## src/rtl/mbldcm_pkg.sv

```systemverilog
// Shared definitions for the multi-channel frequency-to-divider converter:
// constant log2, divider FSM encoding and a reference divider function.
package mbldcm_pkg;

    // Smallest r with 2**r >= value (0 for value <= 1).
    function automatic int clog2(input longint unsigned value);
        int r;
        r = 0;
        while ((64'd1 << r) < value) begin
            r++;
        end
        return r;
    endfunction

    typedef enum logic [1:0] {
        ST_IDLE,
        ST_ITER,
        ST_COMMIT
    } state_t;

    // Divider a channel should end up with for a given target frequency.
    function automatic longint unsigned div_for(input longint unsigned freq_clk,
                                                input longint unsigned stages,
                                                input longint unsigned target);
        longint unsigned n;
        n = freq_clk / stages;
        if (target == 0 || target > n) begin
            return 1;
        end
        return n / target;
    endfunction

endpackage

```

## src/rtl/mbldcm_freq2div_mc_udiv_seq.sv

```systemverilog
// Bit-serial restoring divider. The start cycle already performs the first
// quotient step, so after WN clock edges the quotient is complete and
// oDone pulses for exactly one cycle.
module mbldcm_udiv_seq
    import mbldcm_pkg::*;
#(
    parameter int WN     = 23,
    parameter int pWidth = 32
) (
    input  logic              iClock,
    input  logic              iReset,
    input  logic              iStart,
    input  logic [WN-1:0]     iNum,
    input  logic [pWidth-1:0] iDen,
    output logic              oDone,
    output logic [WN-1:0]     oQuot
);

    localparam int CNTW = clog2(WN + 1);

    logic [pWidth-1:0] rRem;
    logic [pWidth-1:0] rDen;
    logic [WN-1:0]     rQuot;
    logic [CNTW-1:0]   rCnt;
    logic              rActive;

    logic [pWidth-1:0] remIn;
    logic [pWidth-1:0] denUse;
    logic [WN-1:0]     quotIn;
    logic [pWidth:0]   remShift;
    logic [pWidth-1:0] remNext;
    logic [WN-1:0]     quotNext;
    logic              qBit;

    // One restoring step: shift in the next numerator bit, subtract if it fits.
    always_comb begin
        // NOTE: every always_comb output gets a default first so no path leaves it unassigned (no latch).
        remNext  = '0;
        qBit     = 1'b0;
        remIn    = iStart ? '0   : rRem;
        quotIn   = iStart ? iNum : rQuot;
        denUse   = iStart ? iDen : rDen;
        remShift = {remIn, quotIn[WN-1]};
        if (remShift >= {1'b0, denUse}) begin
            remNext = remShift[pWidth-1:0] - denUse;
            qBit    = 1'b1;
        end else begin
            remNext = remShift[pWidth-1:0];
        end
        quotNext = {quotIn[WN-2:0], qBit};
    end

    // Iteration state: load on start, step while active, pulse done at the end.
    always_ff @(posedge iClock or posedge iReset) begin
        // NOTE: registered state uses non-blocking (<=) so every flop samples pre-edge values.
        if (iReset) begin
            rRem    <= '0;
            rDen    <= '0;
            rQuot   <= '0;
            rCnt    <= '0;
            rActive <= 1'b0;
            oDone   <= 1'b0;
        end else begin
            oDone <= 1'b0;
            if (iStart) begin
                rRem    <= remNext;
                rQuot   <= quotNext;
                rDen    <= iDen;
                rCnt    <= CNTW'(WN - 1);
                rActive <= 1'b1;
            end else if (rActive) begin
                rRem  <= remNext;
                rQuot <= quotNext;
                rCnt  <= rCnt - 1'b1;
                if (rCnt == CNTW'(1)) begin
                    rActive <= 1'b0;
                    oDone   <= 1'b1;
                end
            end
        end
    end

    assign oQuot = rQuot;

endmodule

```

## src/rtl/mbldcm_freq2div_mc.sv

```systemverilog
// Multi-channel frequency-to-divider converter. Each channel's target is
// turned into N/target by one shared serial divider, channels served
// round-robin; 0 and out-of-range targets take a two-cycle fast path.
module mbldcm_freq2div_mc
    import mbldcm_pkg::*;
#(
    parameter int pFreqClock        = 50000000,
    parameter int pTotalPhaseStages = 6,
    parameter int pChannels         = 4,
    parameter int pWidth            = 32,
    localparam int CW = (pChannels > 1) ? clog2(pChannels) : 1
) (
    input  logic                        iClock,
    input  logic                        iReset,
    input  logic                        iLatchFreqTarget,
    input  logic [CW-1:0]               iChannel,
    input  logic [pWidth-1:0]           iFreqTarget,
    input  logic [CW-1:0]               iRdChannel,
    output logic [pWidth-1:0]           oRdFreq,
    output logic [pChannels*pWidth-1:0] oDiv,
    output logic [pChannels-1:0]        oStop,
    output logic [pChannels-1:0]        oFreqReflected,
    output logic                        oBusy
);

    localparam int N  = pFreqClock / pTotalPhaseStages;
    localparam int WN = clog2(N + 1);
    localparam logic [pWidth-1:0] cN   = pWidth'(N);
    localparam logic [WN-1:0]     cNum = WN'(N);

    logic [pWidth-1:0]    rTarget [pChannels];
    logic [pWidth-1:0]    rDiv    [pChannels];
    logic [pChannels-1:0] rPending;
    logic [pChannels-1:0] rStop;
    logic [pChannels-1:0] rRefl;

    state_t            rState, nextState;
    logic [CW-1:0]     rPtr, rCapChan, selChan;
    logic [pWidth-1:0] rCapTarget, selTarget, commitDiv;
    logic              anyPending, selFast, wrValid;
    logic              capture, commit, startDiv, commitStop;
    logic              divDone;
    logic [WN-1:0]     divQuot;

    assign wrValid   = iLatchFreqTarget && (int'(iChannel) < pChannels);
    assign selTarget = rTarget[selChan];
    assign selFast   = (selTarget == '0) || (selTarget > cN);
    assign oBusy     = (rState != ST_IDLE);
    assign oStop          = rStop;
    assign oFreqReflected = rRefl;
    assign oRdFreq   = (int'(iRdChannel) < pChannels) ? rTarget[iRdChannel] : '0;

    // Round-robin arbiter: first pending channel at or above the pointer, wrapping.
    always_comb begin
        int idx;
        idx        = 0;
        anyPending = 1'b0;
        selChan    = '0;
        for (int i = 0; i < pChannels; i++) begin
            idx = int'(rPtr) + i;
            if (idx >= pChannels) idx = idx - pChannels;
            if (!anyPending && rPending[idx]) begin
                anyPending = 1'b1;
                selChan    = CW'(idx);
            end
        end
    end

    // Divider FSM next state and control strobes.
    always_comb begin
        nextState = rState;
        capture   = 1'b0;
        startDiv  = 1'b0;
        commit    = 1'b0;
        case (rState)
            ST_IDLE: begin
                if (anyPending) begin
                    capture = 1'b1;
                    if (selFast) begin
                        nextState = ST_COMMIT;
                    end else begin
                        startDiv  = 1'b1;
                        nextState = ST_ITER;
                    end
                end
            end
            ST_ITER:   if (divDone) nextState = ST_COMMIT;
            ST_COMMIT: begin
                commit    = 1'b1;
                nextState = ST_IDLE;
            end
            default:   nextState = ST_IDLE;
        endcase
    end

    // Result written back for the captured channel.
    always_comb begin
        commitDiv  = pWidth'(1);
        commitStop = 1'b0;
        if (rCapTarget == '0) begin
            commitStop = 1'b1;
        end else if (rCapTarget <= cN) begin
            commitDiv          = '0;
            commitDiv[WN-1:0]  = divQuot;
        end
    end

    // FSM state, round-robin pointer and captured job.
    always_ff @(posedge iClock or posedge iReset) begin
        if (iReset) begin
            rState     <= ST_IDLE;
            rPtr       <= '0;
            rCapChan   <= '0;
            rCapTarget <= '0;
        end else begin
            rState <= nextState;
            if (capture) begin
                rCapChan   <= selChan;
                rCapTarget <= selTarget;
                rPtr       <= (int'(selChan) == pChannels - 1) ? '0 : selChan + 1'b1;
            end
        end
    end

    // Per-channel target, pending, divider, stop and reflected state.
    always_ff @(posedge iClock or posedge iReset) begin
        if (iReset) begin
            // NOTE: these small register arrays are reset explicitly because outputs and arbitration depend on them from the first cycle.
            for (int k = 0; k < pChannels; k++) begin
                rTarget[k] <= '0;
                rDiv[k]    <= pWidth'(1);
            end
            rPending <= '0;
            rStop    <= '1;
            rRefl    <= '1;
        end else begin
            for (int k = 0; k < pChannels; k++) begin
                if (wrValid && iChannel == CW'(k)) begin
                    // A write beats a same-edge capture or commit of this channel.
                    rTarget[k]  <= iFreqTarget;
                    rPending[k] <= 1'b1;
                    rRefl[k]    <= 1'b0;
                end else begin
                    if (capture && selChan == CW'(k)) rPending[k] <= 1'b0;
                    if (commit && rCapChan == CW'(k) && !rPending[k]) rRefl[k] <= 1'b1;
                end
                if (commit && rCapChan == CW'(k)) begin
                    rDiv[k]  <= commitDiv;
                    rStop[k] <= commitStop;
                end
            end
        end
    end

    // Flatten the divider array onto the output bus.
    always_comb begin
        oDiv = '0;
        for (int k = 0; k < pChannels; k++) begin
            oDiv[k*pWidth +: pWidth] = rDiv[k];
        end
    end

    mbldcm_udiv_seq #(
        .WN     (WN),
        .pWidth (pWidth)
    ) uDiv (
        .iClock (iClock),
        .iReset (iReset),
        .iStart (startDiv),
        .iNum   (cNum),
        .iDen   (rCapTarget & '0 | selTarget),
        .oDone  (divDone),
        .oQuot  (divQuot)
    );

endmodule
```

## config.mk

```make
export PLATFORM = sky130hd
export DESIGN_NAME = mbldcm_freq2div_mc
export DESIGN_NICKNAME = d
export VERILOG_FILES = /design/src/rtl/mbldcm_pkg.sv /design/src/rtl/mbldcm_freq2div_mc_udiv_seq.sv /design/src/rtl/mbldcm_freq2div_mc.sv
export SDC_FILE = /design/constraint.sdc
export NUM_CORES = 1
export LEC_CHECK = 0
export ABC_CLOCK_PERIOD_IN_PS = 13600
export CORE_ASPECT_RATIO = 1.5
export CORE_MARGIN = 10
export CORE_UTILIZATION = 52
export CTS_CLUSTER_SIZE = 28
export DETAILED_ROUTE_END_ITERATION = 10
export HOLD_SLACK_MARGIN = 0.1
export PLACE_DENSITY = 0.78
export SLEW_MARGIN = 20
export SYNTH_ARGS = -nofsm -noshare
export SYNTH_HDL_FRONTEND = slang
export SYNTH_SLANG_ARGS = --single-unit
```

## constraint.sdc

```tcl
create_clock -name iClock -period 13.6 [get_ports iClock]
set_clock_uncertainty 0.1 [all_clocks]
set_input_delay 2.72 -clock iClock [delete_from_list [all_inputs] [get_ports iClock]]
set_output_delay 2.72 -clock iClock [all_outputs]
set_load 0.01 [all_outputs]
```

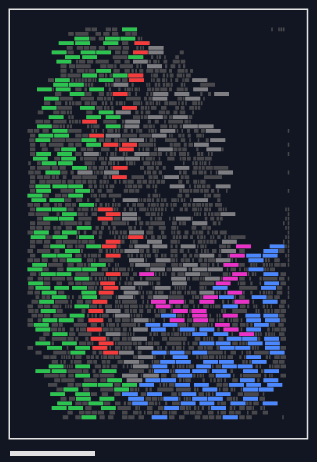
**Above:** run 1 (register map, names as in the netlist).
Scale bar: 50 um. Other sequential cells in the stronger grey, the rest of the logic in the fainter grey.
Red shows rCapTarget, flops 32. Magenta shows uDiv.oQuot, flops 23. Blue shows oDiv, flops 92. Green shows rTarget, flops 128, where a vertical strip on the left.
final core occ: 0.6112
Reg area: 9125 um2
Seq. pwr: 1.60 mW

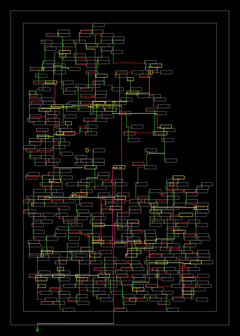
**Above:** run 1 (clock nets).
P_clk: 1.10 mW
clk_buf instances: 53
seq_cells: 364
total CTS buffers: 37
TritonCTS Sinks: 364

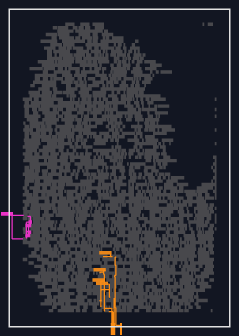
**Above:** run 1 (nets reached from selected ports).
Orange shows oFreqReflected, direction output, edge bottom, end cells 4, buffers 4, wire 208 um. Magenta shows iChannel, direction input, edge left, end cells 4, buffers 2, wire 80.0 um.
port bufs: 171
I/O pin cnt: 208

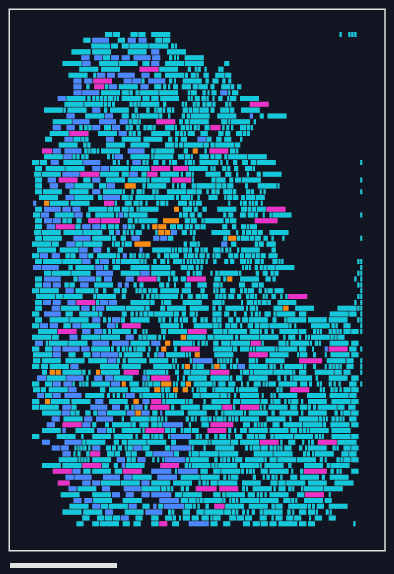
**Above:** run 1 (cell sizes after repair).
Scale bar: 50 um.
Orange shows x3 and x4, cells 31, share 1.6%. Magenta shows x6 and larger, cells 59, share 3.1%. Blue shows x2, cells 218, share 11%. Cyan shows x1 and smaller, cells 1618, share 84%.
synthesis-to-finish area growth: 16.94%
count of non-CTS buffers in the layout: 192
Final Cell Area: 21840 um2

==> reports/qor.csv, run 1 <==
stage;metric;value;unit
synthesis;mux_area_frac;0.1501;
cells_and_area;comb_share;0.4003;
grt;grt_busiest_layer;met2;
setup_path;worstPathRequired;13950;ps
synthesis;synthCells;1782;
cells_and_area;combGateArea;8742;um2
hold_path;hold_class;reg -> reg;
final_timing;slew_headroom;0.2520;
synthesis;synth-edff-count;0;
synthesis;synth_xor_xnor_area_share;0.01313;
clock_tree;cts_resized;0;
status;status;finished, final reports clean;
final_timing;fmax;113.4;MHz
setup_path;arrival;9170;ps
floorplanning;row_count;85;
routing;drcViolationCount;0;
floorplanning;core_area;35730;um2
cells_and_area;dominant_cells;sequential cells;
synthesis;async_reset_ff_frac;1.000;
grt;grt.total_usage;0.2211;
synthesis;netlist_area;18680;um2
pwr;p_int;3.102;mW
[run 1: flip-flops by register name, indices dropped and copies added (netlist names)]
register / count
uDiv.rRem: 32
rState: 2
uDiv.rCnt: 5
rTarget: 128
uDiv.oDone: 1
oStop: 4
oDiv: 92
uDiv.rDen: 32
rPending: 4
rCapTarget: 32
uDiv.oQuot: 23
rCapChan: 2
oFreqReflected: 4
rPtr: 2
uDiv.rActive: 1
[run 1: power groups by stage]
stage                     Clock [mW]  Combinational (mW)  Sequential (mW)
after floorplan                    0                1.98             1.55
after global placement             0                2.53             1.59
after detailed placement           0                2.59             1.60
after CTS                       1.11                2.62             1.59
after global routing            1.16                2.89             1.63
final                           1.10                2.65             1.60
## Run 2: what changed since run 1
--- a/config.mk
+++ b/config.mk
@@ -5,7 +5,7 @@
 export SDC_FILE = /design/constraint.sdc
 export NUM_CORES = 1
 export LEC_CHECK = 0
-export ABC_CLOCK_PERIOD_IN_PS = 13600
+export ABC_CLOCK_PERIOD_IN_PS = 7400
 export CORE_ASPECT_RATIO = 1.5
 export CORE_MARGIN = 10
 export CORE_UTILIZATION = 52
==> constraint.sdc (replaced) <==
create_clock -name iClock -period 7.4 [get_ports iClock]
set_clock_uncertainty 0.1 [all_clocks]
set_input_delay 1.48 -clock iClock [delete_from_list [all_inputs] [get_ports iClock]]
set_output_delay 1.48 -clock iClock [all_outputs]
set_load 0.01 [all_outputs]
==> run 2 against run 1 <==
  * First-iteration DRC count is 0.25% higher
  * Highest routed layer unchanged
  * Wire length is 0.36% higher
  * Largest power group unchanged
  * Clock power is 65% higher
  * Total power is 81% higher
==> reports/qor.csv, run 2 <==
stage;metric;value;unit
status;status;finished, final reports clean;
floorplanning;core_area;35730;um2
pwr;seqPwrFrac;0.304;
synthesis;mux_area_frac;0.1501;
cells_and_area;lay_top_cells;dfrtp_1 (351), nand2_1 (276), clkdlybuf4s50_1 (169), o21ai_0 (154), mux2_2 (141);
placement;gp_congestion;0.8851;
final_timing;tightest_slew;1095;ps
synthesis;synth_xor_xnor_area_share;0.01313;
clock_tree;cts_buffers;36;
clock_tree;cts_resized;0;
floorplanning;die_width;174.7;um
floorplanning;io_pins;208;
synthesis;ys_ff;364;
cells_and_area;largest_reg_flops;128;
clock_tree;cts.sinks;364;
pwr;p_comb;4.91;mW
grt;grt_pass1_wl;79640;um
pwr;clkPwrFrac;0.187;
pwr;p_int;5.571;mW
cells_and_area;fin_area;21820;um2
synthesis;netlist_area;18680;um2
setup_path;arrival;7200;ps
placement;io_buffer_count;171;
floorplanning;row_count;85;
grt;grt_busiest_layer;met2;
cells_and_area;area.growth.synth_to_final;16.82;%
floorplanning;die_h;252.1;um
pwr;p_seq;2.94;mW
final_timing;rsz0062_at_grt;no;
synthesis;synthCells;1782;
cells_and_area;finish.utilization;0.6106;
pwr;p_sw_frac;0.4235;
pwr;combPwrFrac;0.508;
final_timing;slew_headroom;0.2691;
pwr;clk-power;1.81;mW
cells_and_area;register_area;9125;um2
hold_path;hold_class;reg -> reg;
synthesis;synth-edff-count;0;
setup_path;rrSetupSlack;510;ps
routing;wl_met1;18670;um
final_timing;fmax;145.2;MHz
synthesis;synth_area_per_cell;10.48;um2
synthesis;async_reset_ff_frac;1.000;
cells_and_area;largest-register;rTarget;
setup_path;worstPathRequired;7710;ps
cells_and_area;combGateArea;8765;um2
grt;grt_max_degree;141;
synthesis;yosys_area;18680;um2
routing;drcViolationCount;0;
pwr;power-top-group;combinational cells;
==> run 2: cell types whose count changed in the layout (fill, tap and decap cells not counted), moves of 2 or more <==
cell / before / now
buf_12: 0 / 2
buf_4: 20 / 34
bufinv_16: 4 / 0
clkbuf_1: 4 / 6
clkbuf_16: 39 / 37
==> run 2: tightest hold or removal path: cells and delay by family, from the launching register on <==
| family | cells | cell delay, ps |
|---|---|---|
| and+or+nand+nor | 1 | 60 |
| DFF | 1 | 320 |
| buffers and inverters | 1 | 50 |
==> run 2: final cells by class <==
type                       instances  area share
clock inverter                     9    0.004072
clock buffer                      53     0.04978
inverter                          40    0.007283
multi-input combinational       1264      0.4017
tap                              478     0.02741
timing repair buffer             207     0.09152
sequential                       364      0.4182
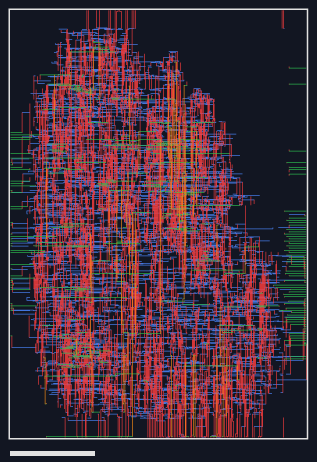
**Above:** run 2 (metal layers overlaid).
Scale bar: 50 um.
Orange shows M4, wire length 2130 um. Red shows M2, wire length 26.1 mm. Blue shows M1, wire length 18700 um. Green shows M3, wire length 2730 um.
wire per inst: 20.56 um
WL final: 49650 um
vias: 14280
Tot GR Track Use: 0.2209

## Run 3: what changed since run 2
--- a/config.mk
+++ b/config.mk
@@ -9,6 +9,7 @@
 export CORE_ASPECT_RATIO = 1.5
 export CORE_MARGIN = 10
 export CORE_UTILIZATION = 52
+export CTS_BUF_LIST = sky130_fd_sc_hd__clkbuf_4 sky130_fd_sc_hd__clkbuf_8 sky130_fd_sc_hd__clkbuf_16
 export CTS_CLUSTER_SIZE = 28
 export DETAILED_ROUTE_END_ITERATION = 10
 export HOLD_SLACK_MARGIN = 0.1
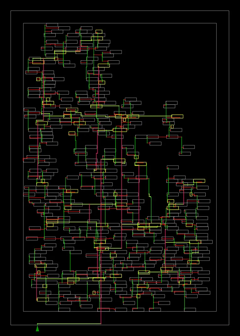
**Above:** run 3 (clock nets).
P_clk: 1.83 mW
Skew-Pair Late Insertion Delay: 540 ps
total CTS buffers: 36

==> run 3 against run 2 <==
  * Synthesized cell count unchanged
  * Sequential power about the same
  * Hold slack improved by 1.6 ps
  * Largest cell class unchanged
  * Die size unchanged
  * Fmax increased by 0.27%
==> reports/qor.csv, run 3 <==
stage;metric;value;unit
status;status;finished, final reports clean;
floorplanning;core_area;35730;um2
synthesis;synth_xor_xnor_area_share;0.01313;
synthesis;synth_area_per_cell;10.48;um2
floorplanning;die_width;174.7;um
routing;vias;14230;
final_timing;fmax;145.5;MHz
cells_and_area;buffer_area_frac;0.09143;
grt;grt_pass1_wl;79720;um
setup_path;rrSetupSlack;530;ps
routing;routedWlPerCell;20.51;um
final_timing;slew_headroom;0.2576;
cells_and_area;logic_gates;1264;
synthesis;netlist_area;18680;um2
floorplanning;die_h;252.1;um
hold_path;hold_class;reg -> reg;
cells_and_area;area.growth.synth_to_final;16.94;%
cells_and_area;comb_share;0.4013;
cells_and_area;register_area;9125;um2
grt;grt_max_degree;141;
cells_and_area;lay_top_cells;dfrtp_1 (351), nand2_1 (276), clkdlybuf4s50_1 (169), o21ai_0 (154), mux2_2 (141);
cells_and_area;sh_seq_area;0.4178;
cells_and_area;dominant_cells;sequential cells;
cells_and_area;largest-register;rTarget;
## run 3: cell counts after synthesis
Identical to the previous run, type by type.
## run 3: report_power, final
group	leakage [nW]	switching, mW	internal (mW)	total (mW)
registers	4.56	0.399	2.54	2.94
clock network	0.602	0.783	1.05	1.83
logic	4.35	2.90	2.00	4.91
total	9.51	4.09	5.59	9.68
## run 3: per-stage QoR
step | std cells | power [mW]
3_3_place_gp | 2353 | 7.667
6_report | 2415 | 9.679
3_5_place_dp | 2353 | 7.784
5_1_grt | 2415 | 10.34
2_1_floorplan | 1817 | 6.476
4_1_cts | 2415 | 9.654
Power figures rest on the tool's default switching activity, not on a simulated workload.
